Fig. 1: clock nets
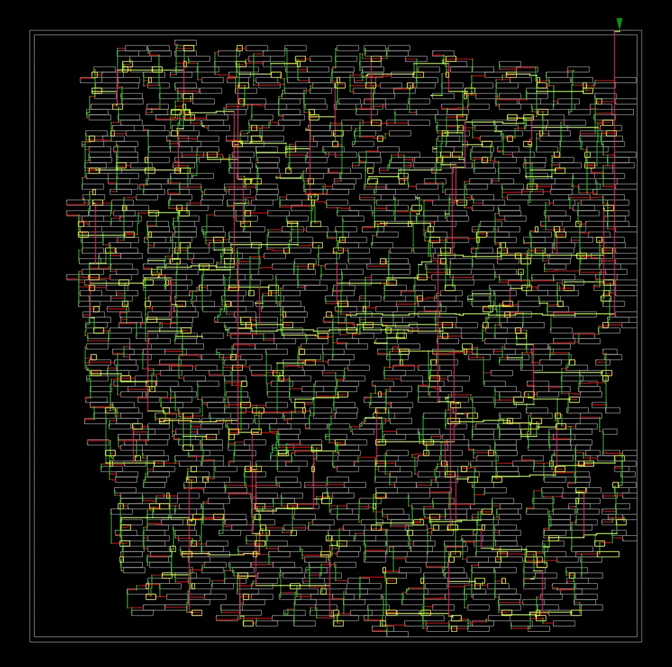
Fig. 2: port wiring
Scale: 1.5 px per µm.
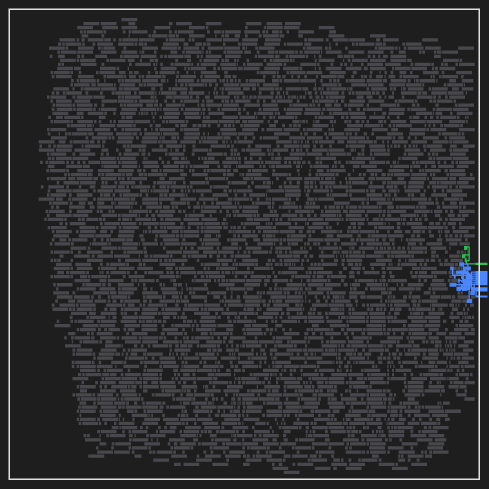
Design tetris_board_renderer, sky130hd; sources not shown.
==> reports/metrics.csv <==
metric;value;unit
grt_pass1_vias;31400;
seq_power_share;55.5;%
cts_repair_resize_count;0;
place_congestion;0.889;
finish.net_count;3812;
timing.setup.critical_path_class;in -> reg;
synth-warning-count;0;
outcome;complete, no violations;
grt_util_all_layers;30.9;%
min_delay_path_depth;1;
wl;152000;µm
chipArea;97600;µm²
routedWlPerCell;29.3;µm
mappedNetlistNets;3895;
worst-endpoint-arrival;6890;ps
postSynthRegisterBits;1231;
synthesis.area_per_instance;13.7;µm²
finalCritPeriodShare;34.3;%
chipHeight;312;µm
gr-usage-met3;8.14;%
count_of_library_flops_with_an_enable_pin;1200;
power.combinational.fraction;5.5;%
placementRows;113;
finish.cell_count_without_fillers;5173;
initialDrtViolationCount;5275;
tightestPinTransition;1350;ps
grt_util_met1;42.6;%
synth_dominant_cell_count;sky130_fd_sc_hd__edfxtp_1;
logic_area;14400;µm²
yosys-top-cells-count;sky130_fd_sc_hd__edfxtp_1 (1200), sky130_fd_sc_hd__and2_1 (681), sky130_fd_sc_hd__and3_1 (548), sky130_fd_sc_hd__clkbuf_1 (292), sky130_fd_sc_hd__a21oi_1 (123);
power.switching;1330;µW
ys_chip_area;52300;µm²
post-place-cells;4816;
post-dp-hpwl;84400;µm
synth.cell_area;52300;µm²
fin_tns_setup;0;ps
Notes on Fig. 1 above:
sink count of the clock tree: 1231
final worst clock skew: 37.4 ps
Seq Cell Count: 1231
power in the clock group: 2230 µW
CTS Buf Count: 193

Notes on Fig. 2 above:
counter_y -> blue  # bits 10, direction input, edge right, end cells 23, buffers 0, wire 252 µm
row_wr_en -> green  # bits 1, direction input, edge right, end cells 3, buffers 0, wire 26.9 µm
Port-buffer cells: 0
I/O Pins: 88

[power by group through the flow]
stage                     clock (µW)  combinational (µW)  sequential [µW]
after floorplan                    0                 188             3230
after global placement             0                 302             3220
after detailed placement           0                 304             3220
after CTS                       2240                 304             3170
after global routing            2350                 321             3180
final                           2230                 315             3170
[kinds of logic after synthesis]
logic type,share of synthesized area [%]
AND-OR/OR-AND,6.58
adder cells (fa/ha/maj),0.134
buffers and inverters,3.12
flip-flops,70.1
AND/OR/NAND/NOR,18.5
multiplexers,1.48
XOR/XNOR,0.134
[per-layer routing]
metal  part of all wire [%]  vias up
met2                     45     2257
met3                     13      377
li1                       -    14000
met4                    4.7        2
met1                     38    16400
met5                  0.012        -
[layout make-up]
class	count	area share, %
Timing Repair Buffer	93	1.40
Inverter	23	0.151
Tap cell	1265	2.76
Multi-Input combinational cell	2204	25.1
Antenna cell	8	0.0349
Clock inverter	60	0.633
Clock buffer	289	5.92
Sequential cell	1231	64.0
[layout by cell type, fill, tap and decap left out, types with 25 or more instances in the layout]
cell                          n
sky130_fd_sc_hd__and3_1     548
sky130_fd_sc_hd__mux2i_1     30
sky130_fd_sc_hd__clkbuf_8   195
sky130_fd_sc_hd__dfxtp_1     25
sky130_fd_sc_hd__nor2_1     101
sky130_fd_sc_hd__a21oi_1    123
sky130_fd_sc_hd__a22oi_1     29
sky130_fd_sc_hd__nand2_1     95
sky130_fd_sc_hd__buf_4       86
sky130_fd_sc_hd__o21ai_0    107
sky130_fd_sc_hd__nor3_1      26
sky130_fd_sc_hd__and2_1     681
sky130_fd_sc_hd__clkbuf_4    94
sky130_fd_sc_hd__o22ai_1     47
sky130_fd_sc_hd__edfxtp_1  1200
sky130_fd_sc_hd__clkinv_1    36
[per-stage QoR]
stage / cell area [µm²] / total power, µW / worst slack, ps / util (%) / hold slack (ps)
after floorplan: 52300 / 3420 / 6210 / - / 412
after global placement: 53500 / 3520 / 11650 / 56.6 / 415
after detailed placement: 53500 / 3530 / 11580 / 56.6 / 423
after CTS: 57300 / 5710 / 12520 / 60.5 / 435
after global routing: 57300 / 5850 / 12270 / 60.6 / 452
final: 57300 / 5710 / 12290 / 60.6 / 433
[worst max-delay path, stage by stage]
cell                       delay [ps]
sky130_fd_sc_hd__or4_1            580
sky130_fd_sc_hd__nor4_4           260
sky130_fd_sc_hd__buf_4            470
sky130_fd_sc_hd__nand2b_4         820
sky130_fd_sc_hd__buf_12           680
sky130_fd_sc_hd__buf_12           520
No activity file was given, so power comes from the tool's default toggle rates.
